File: src/rtl/wb_cmd_master.sv
// rtl/wb_cmd_master.sv - Single-outstanding Wishbone B4 classic initiator driven by a command stream
//
// Purpose: turns one accepted command (valid/ready) into exactly one Wishbone
// classic bus cycle and one response beat (valid/ready).
// Optional feature macro: WB_MASTER_TIMEOUT_EN (ack wait limit of TIMEOUT_CYCLES).
//
// Ports:
//   wb_clk_i, wb_rst_i                      clock, synchronous active-high reset
//   cmd_valid_i/cmd_ready_o                 command handshake
//   cmd_we_i/cmd_adr_i/cmd_dat_i/cmd_sel_i  command fields (sampled only at accept)
//   rsp_valid_o/rsp_ready_i                 response handshake
//   rsp_dat_o/rsp_err_o                     read data (0 on write/error), error flag
//   busy_o                                  high when not idle
//   wbm_*                                   Wishbone initiator signals

module wb_cmd_master #(
    parameter int ADDR_W         = 32,
    parameter int DATA_W         = 32,
    parameter int TIMEOUT_CYCLES = 255
) (
    input  logic                  wb_clk_i,
    input  logic                  wb_rst_i,
    input  logic                  cmd_valid_i,
    output logic                  cmd_ready_o,
    input  logic                  cmd_we_i,
    input  logic [ADDR_W-1:0]     cmd_adr_i,
    input  logic [DATA_W-1:0]     cmd_dat_i,
    input  logic [DATA_W/8-1:0]   cmd_sel_i,
    output logic                  rsp_valid_o,
    input  logic                  rsp_ready_i,
    output logic [DATA_W-1:0]     rsp_dat_o,
    output logic                  rsp_err_o,
    output logic                  busy_o,
    output logic                  wbm_cyc_o,
    output logic                  wbm_stb_o,
    output logic                  wbm_we_o,
    output logic [DATA_W/8-1:0]   wbm_sel_o,
    output logic [ADDR_W-1:0]     wbm_adr_o,
    output logic [DATA_W-1:0]     wbm_dat_o,
    input  logic [DATA_W-1:0]     wbm_dat_i,
    input  logic                  wbm_ack_i,
    input  logic                  wbm_err_i
);

    localparam int SEL_W = DATA_W / 8;

    typedef enum logic [1:0] {
        S_IDLE = 2'd0,
        S_BUS  = 2'd1,
        S_RESP = 2'd2
    } state_t;

    state_t              state_q, state_d;
    logic                cyc_q, cyc_d;
    logic                we_q, we_d;
    logic [SEL_W-1:0]    sel_q, sel_d;
    logic [ADDR_W-1:0]   adr_q, adr_d;
    logic [DATA_W-1:0]   dat_q, dat_d;
    logic                rsp_valid_q, rsp_valid_d;
    logic [DATA_W-1:0]   rsp_dat_q, rsp_dat_d;
    logic                rsp_err_q, rsp_err_d;

`ifdef WB_MASTER_TIMEOUT_EN
    localparam int CNT_W = 16;
    // wait_q counts completed no-ack BUS cycles; the timeout fires in the
    // cycle that would complete the TIMEOUT_CYCLES-th wait, so cyc stays
    // high for exactly TIMEOUT_CYCLES cycles.
    localparam logic [CNT_W-1:0] WAIT_LAST = CNT_W'(TIMEOUT_CYCLES - 1);
    logic [CNT_W-1:0]    wait_q, wait_d;
`endif

    assign cmd_ready_o = (state_q == S_IDLE) && !wb_rst_i;
    assign busy_o      = (state_q != S_IDLE);
    assign rsp_valid_o = rsp_valid_q;
    assign rsp_dat_o   = rsp_dat_q;
    assign rsp_err_o   = rsp_err_q;
    assign wbm_cyc_o   = cyc_q;
    assign wbm_stb_o   = cyc_q;
    assign wbm_we_o    = we_q;
    assign wbm_sel_o   = sel_q;
    assign wbm_adr_o   = adr_q;
    assign wbm_dat_o   = dat_q;

    always_comb begin
        state_d     = state_q;
        cyc_d       = cyc_q;
        we_d        = we_q;
        sel_d       = sel_q;
        adr_d       = adr_q;
        dat_d       = dat_q;
        rsp_valid_d = rsp_valid_q;
        rsp_dat_d   = rsp_dat_q;
        rsp_err_d   = rsp_err_q;
`ifdef WB_MASTER_TIMEOUT_EN
        wait_d      = wait_q;
`endif
        case (state_q)
            S_IDLE: begin
                if (cmd_valid_i && cmd_ready_o) begin
                    state_d = S_BUS;
                    cyc_d   = 1'b1;
                    we_d    = cmd_we_i;
                    sel_d   = cmd_sel_i;
                    // Word-aligned bus address: low two byte-offset bits forced to 0.
                    adr_d   = cmd_adr_i & ~ADDR_W'(3);
                    dat_d   = cmd_dat_i;
`ifdef WB_MASTER_TIMEOUT_EN
                    wait_d  = '0;
`endif
                end
            end
            S_BUS: begin
                if (wbm_ack_i || wbm_err_i) begin
                    // ERR takes precedence over a simultaneous ACK.
                    state_d     = S_RESP;
                    cyc_d       = 1'b0;
                    rsp_valid_d = 1'b1;
                    rsp_err_d   = wbm_err_i;
                    rsp_dat_d   = (!we_q && !wbm_err_i) ? wbm_dat_i : '0;
                end
`ifdef WB_MASTER_TIMEOUT_EN
                else if (wait_q == WAIT_LAST) begin
                    state_d     = S_RESP;
                    cyc_d       = 1'b0;
                    rsp_valid_d = 1'b1;
                    rsp_err_d   = 1'b1;
                    rsp_dat_d   = '0;
                end else begin
                    wait_d = wait_q + CNT_W'(1);
                end
`endif
            end
            S_RESP: begin
                if (rsp_ready_i) begin
                    state_d     = S_IDLE;
                    rsp_valid_d = 1'b0;
                end
            end
            default: state_d = S_IDLE;
        endcase
    end

    always_ff @(posedge wb_clk_i) begin
        if (wb_rst_i) begin
            state_q     <= S_IDLE;
            cyc_q       <= 1'b0;
            we_q        <= 1'b0;
            sel_q       <= '0;
            adr_q       <= '0;
            dat_q       <= '0;
            rsp_valid_q <= 1'b0;
            rsp_dat_q   <= '0;
            rsp_err_q   <= 1'b0;
`ifdef WB_MASTER_TIMEOUT_EN
            wait_q      <= '0;
`endif
        end else begin
            state_q     <= state_d;
            cyc_q       <= cyc_d;
            we_q        <= we_d;
            sel_q       <= sel_d;
            adr_q       <= adr_d;
            dat_q       <= dat_d;
            rsp_valid_q <= rsp_valid_d;
            rsp_dat_q   <= rsp_dat_d;
            rsp_err_q   <= rsp_err_d;
`ifdef WB_MASTER_TIMEOUT_EN
            wait_q      <= wait_d;
`endif
        end
    end

endmodule

File: config.mk
export PLATFORM = sky130hd
export DESIGN_NAME = wb_cmd_master
export DESIGN_NICKNAME = d
export VERILOG_FILES = /design/src/rtl/wb_cmd_master.sv
export SDC_FILE = /design/constraint.sdc
export NUM_CORES = 1
export LEC_CHECK = 0
export ABC_AREA = 0
export CORE_UTILIZATION = 39
export CTS_BUF_LIST = sky130_fd_sc_hd__clkbuf_2
export CTS_CLUSTER_DIAMETER = 100
export DETAILED_ROUTE_END_ITERATION = 16
export PLACE_DENSITY = 0.82
export SETUP_SLACK_MARGIN = 0.02
export SKIP_LAST_GASP = 1
export SLEW_MARGIN = 25
export SYNTH_ARGS = -nofsm -noshare
export SYNTH_HDL_FRONTEND = slang
export SYNTH_SLANG_ARGS = --single-unit
File: constraint.sdc
create_clock -name wb_clk_i -period 1.8 [get_ports wb_clk_i]
set_input_delay 0.18 -clock wb_clk_i [delete_from_list [all_inputs] [get_ports wb_clk_i]]
set_output_delay 0.18 -clock wb_clk_i [all_outputs]
set_load 0.005 [all_outputs]
Figure 1. Cells colored by class (run 1).
Scale bar: 20 um. Fill, decap, tap and diode cells in gray.
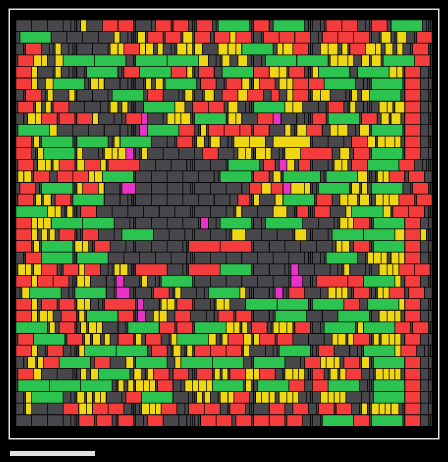
Key: green = flops [cells 104]; red = other buffers and delay cells [cells 225]; yellow = combinational and other logic [cells 320]; magenta = clock drivers and dummy loads [cells 15]
fraction of area in registers: 0.342
cell row count: 35
utilization after layout: 0.659

Figure 2. Metal layers overlaid (run 1).
Scale bar: 20 um.
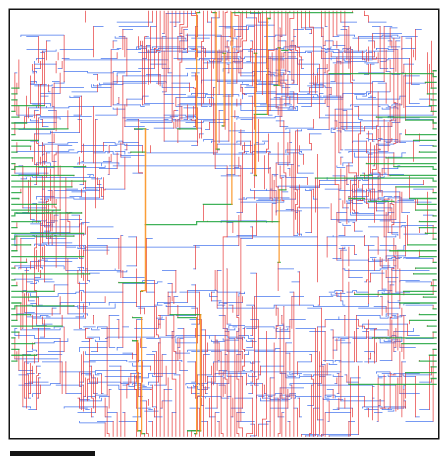
Key: green = metal 3 [wire length 770 um]; orange = metal 4 [wire length 340 um]; red = metal 2 [wire length 5290 um]; blue = metal 1 [wire length 4230 um]
GRT Total Usage: 0.211
WL/cell: 13.4 um
drt total wl: 10600 um
Via Count: 3817

Figure 3. Logic cells by family (run 1).
Scale bar: 20 um.
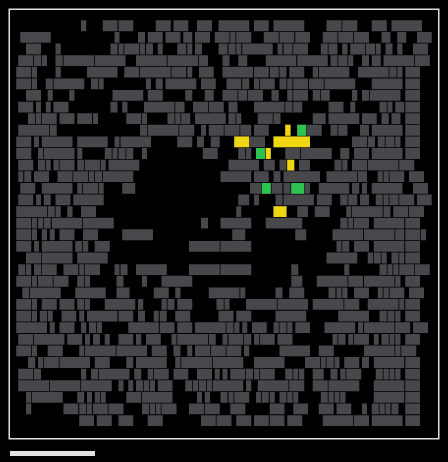
Key: green = AND and OR gates [cells 4, most used or2_2]; yellow = NOR gates [cells 6, most used nor2_1]
Finished Layout Cells: 793
Top cell excl fill/tap: clkdlybuf4s50_1
logic share of the area: 0.241

Figure 4. Placement view (run 1).
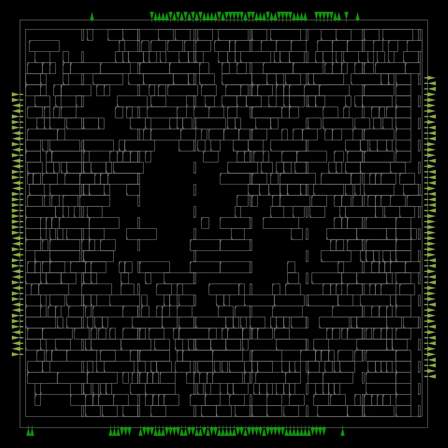
filler instances: 786
Placeable Area: 9280 sq um

==> impl_metrics.py, run 1 <==
# Physical implementation metrics
metrics = {
    "run_status": {
        "status": "finished clean",
    },
    "critical_path": {
        "cp_top_family": "flip-flops",
        "crit_buf_inv": 1,
        "crit_end": "busy_o",
        "cp_slowest_cell": "dfxtp_4",
        "crit_type": "flop to output pin",
        "cp.depth": 2,
        "r2r_cells": 6,
        "worstSetupStartpoint": "state_q[1]",
        "critPathMaxStageDelay_ps": 400,
        "crit_path_start_kind": "flop",
        "crit_chain": "or2_2 -> dlygate4sd2_1",
        "required_ps": 1620,
    },
    "grt": {
        "use_met3": 0.0543,
        "antenna_found_initial": 0,
        "grt_pass1_vias": 3663,
        "grt_overflow": 0,
    },
    "cts": {
        "clkLatencyLatePin_ps": 510,
        "cts_hold_buf": 0,
        "cts_tree": "done",
        "post_cts_resized": 6,
        "clock-sinks": 104,
        "path_clk_slew_ps": 270,
        "clockBufferDepth": 2,
    },
    "synth": {
        "top_area_cell": "dfxtp_1",
        "synth-xor-area-share": 0,
        "area_leaders": "dfxtp_1 (55%), nand2_1 (17%), o21ai_0 (9.8%)",
        "async_flop_share": 0,
        "synthFlopType": "dfxtp_1",
        "topCombFamilyByArea": "simple AND/OR/NAND/NOR gates",
        "netlist_area_sq_um": 3760,
        "ys_area_sq_um": 3760,
        "synth_seq_share": 0.553,
        "yosys.area_share.simple": 0.244,
    },
    "final_layout": {
        "drive_gt1_frac": 0.0617,
        "layout_top_cells": "clkdlybuf4s50_1 (207), nand2_1 (169), dfxtp_1 (102)",
        "seq_cells": 104,
        "fin_nets": 767,
        "seqCellArea_sq_um": 2090,
        "buf_share": 0.377,
        "dominant-cell-class": "non-clock buffers",
    },
    "sta": {
        "finalCriticalPeriod_ps": 1660,
        "fmaxAchievable_ghz": 0.602,
        "fin_hold_ws_ps": 155,
        "setup_ws_ps": 139,
        "post-route-period-util": 0.923,
    },
    "place": {
        "dp_hpwl_um": 7740,
        "placed_cells": 776,
        "post_dp_cell_area_sq_um": 6020,
    },
    "floorplan": {
        "fp.dieH_um": 100,
        "fp_util": 0.406,
    },
    "power": {
        "pwr-share-seq": 0.585,
        "leakagePower_nw": 2.19,
        "power_w": 0.00433,
        "power_clock_w": 0.000902,
        "p_seq_w": 0.00253,
        "power-per-cell-area_nw_per_um2": 708,
        "combPwrFrac": 0.207,
    },
    "hold_path": {
        "holdPathStages": 3,
    },
    "routing": {
        "routed-wl-met3_um": 769,
        "dr.pass1.iters": 4,
        "drtIter0Drc": 115,
        "via_per_inst": 4.81,
    },
    "job": {
        "warnings": 29,
    },
}
Figure 5. The metal 4 layer (run 1).
Scale bar: 20 um.
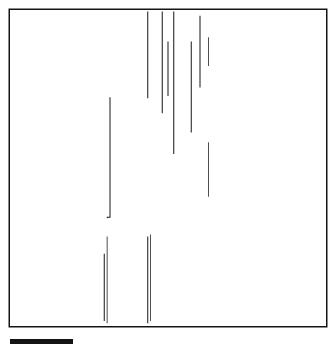

==> run 2, diff against run 1 <==
--- a/config.mk
+++ b/config.mk
@@ -6,6 +6,7 @@
 export NUM_CORES = 1
 export LEC_CHECK = 0
 export ABC_AREA = 0
+export CORE_MARGIN = 10
 export CORE_UTILIZATION = 39
 export CTS_BUF_LIST = sky130_fd_sc_hd__clkbuf_2
 export CTS_CLUSTER_DIAMETER = 100
==> constraint.sdc (replaced) <==
create_clock -name wb_clk_i -period 1.57 [get_ports wb_clk_i]
set_input_delay 0.157 -clock wb_clk_i [delete_from_list [all_inputs] [get_ports wb_clk_i]]
set_output_delay 0.157 -clock wb_clk_i [all_outputs]
set_load 0.005 [all_outputs]
Figure 6. The metal 4 layer (run 2).
Scale bar: 20 um.
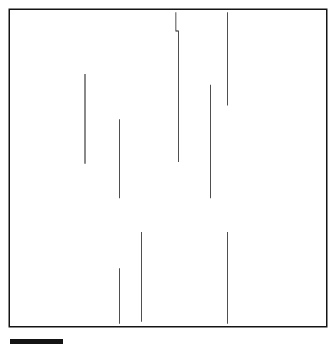
The wires run mostly vertical. The longest straight run is 48.9 um. The layer holds 2.1% of the routed length. The layer carries 284 um of wire. 7 nets have wire on it.
drt total wl: 13400 um
Via Count: 4022

Figure 7. Logic cells by family (run 2).
Scale bar: 20 um.
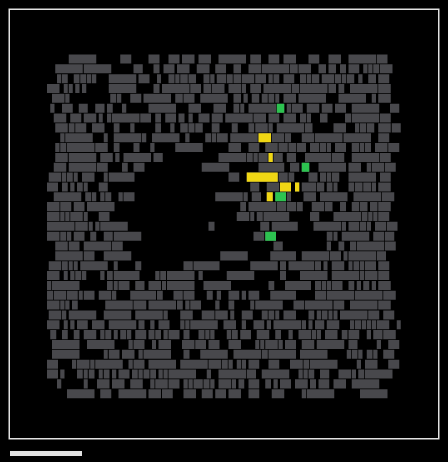
Key: green = AND and OR gates [cells 4]; yellow = NOR gates [cells 6, most used nor2_1, where center]
logic share of the area: 0.231
Top cell excl fill/tap: nand2_1
Finished Layout Cells: 823

==> impl_metrics.py, run 2 <==
# Physical implementation metrics
metrics = {
    "sta": {
        "finalCriticalPeriod_ps": 1520,
        "setup_ws_ps": 50.6,
        "post-route-period-util": 0.968,
        "fmaxAchievable_ghz": 0.658,
        "fin_hold_ws_ps": 97.0,
    },
    "routing": {
        "dr.pass1.iters": 4,
        "drtIter0Drc": 323,
        "drt.antenna.violating_nets": 0,
        "via_per_inst": 4.89,
        "wire_per_inst_um": 16.3,
        "routed-wl-met3_um": 1040,
    },
    "final_layout": {
        "sh_seq_area": 0.347,
        "drive_gt1_frac": 0.251,
        "fillers": 814,
        "dominant-cell-class": "non-clock buffers",
        "seqCellArea_sq_um": 2210,
        "utilization": 0.683,
        "fin_nets": 795,
        "final_cell_area_sq_um": 6370,
    },
    "power": {
        "power_clock_w": 0.00108,
        "p_seq_w": 0.00292,
        "power_w": 0.00504,
        "power-per-cell-area_nw_per_um2": 791,
        "leakagePower_nw": 2.81,
        "combPwrFrac": 0.206,
        "pwr-share-seq": 0.580,
    },
    "synth": {
        "async_flop_share": 0,
        "synth_seq_share": 0.553,
        "topCombFamilyByArea": "simple AND/OR/NAND/NOR gates",
        "yosys.area_share.simple": 0.244,
        "top_area_cell": "dfxtp_1",
        "ys_area_sq_um": 3760,
        "synthFlopType": "dfxtp_1",
        "area_leaders": "dfxtp_1 (55%), nand2_1 (17%), o21ai_0 (9.8%)",
        "synth-xor-area-share": 0,
        "ys_ff": 104,
        "netlist_area_sq_um": 3760,
    },
    "grt": {
        "use_met3": 0.0604,
        "grt_pass1_vias": 3889,
        "grt_overflow": 0,
        "grt_usage": 0.182,
        "antenna_found_initial": 1,
    },
    "run_status": {
        "status": "finished clean",
    },
    "critical_path": {
        "crit_chain": "or2_4 -> nor2_1 -> buf_2",
        "cp_top_family": "flip-flops",
        "rrSetupSlack_ps": 120,
        "worstSetupStartpoint": "state_q[1]",
        "r2r_cells": 6,
        "crit_path_start_kind": "flop",
        "cp.depth": 3,
        "crit_type": "flop to output pin",
        "required_ps": 1410,
        "cp_slowest_cell": "dfxtp_2",
        "crit_end": "cmd_ready_o",
        "crit_buf_inv": 1,
        "critPathMaxStageDelay_ps": 380,
    },
    "job": {
        "warnings": 30,
    },
    "cts": {
        "path_clk_slew_ps": 290,
        "clock-sinks": 104,
        "clockBufferDepth": 2,
        "cts_tree": "done",
        "clkLatencyLatePin_ps": 560,
        "post_cts_resized": 216,
        "numCtsBuffers": 9,
        "cts_hold_buf": 0,
    },
    "floorplan": {
        "core_area_sq_um": 9330,
        "fp.dieH_um": 118,
        "rows": 35,
    },
    "place": {
        "post_dp_cell_area_sq_um": 6140,
        "gp_congestion": 0.785,
        "placed_cells": 788,
        "dp_hpwl_um": 10000,
    },
}
Power figures rest on the tool's default switching activity, not on a simulated workload.
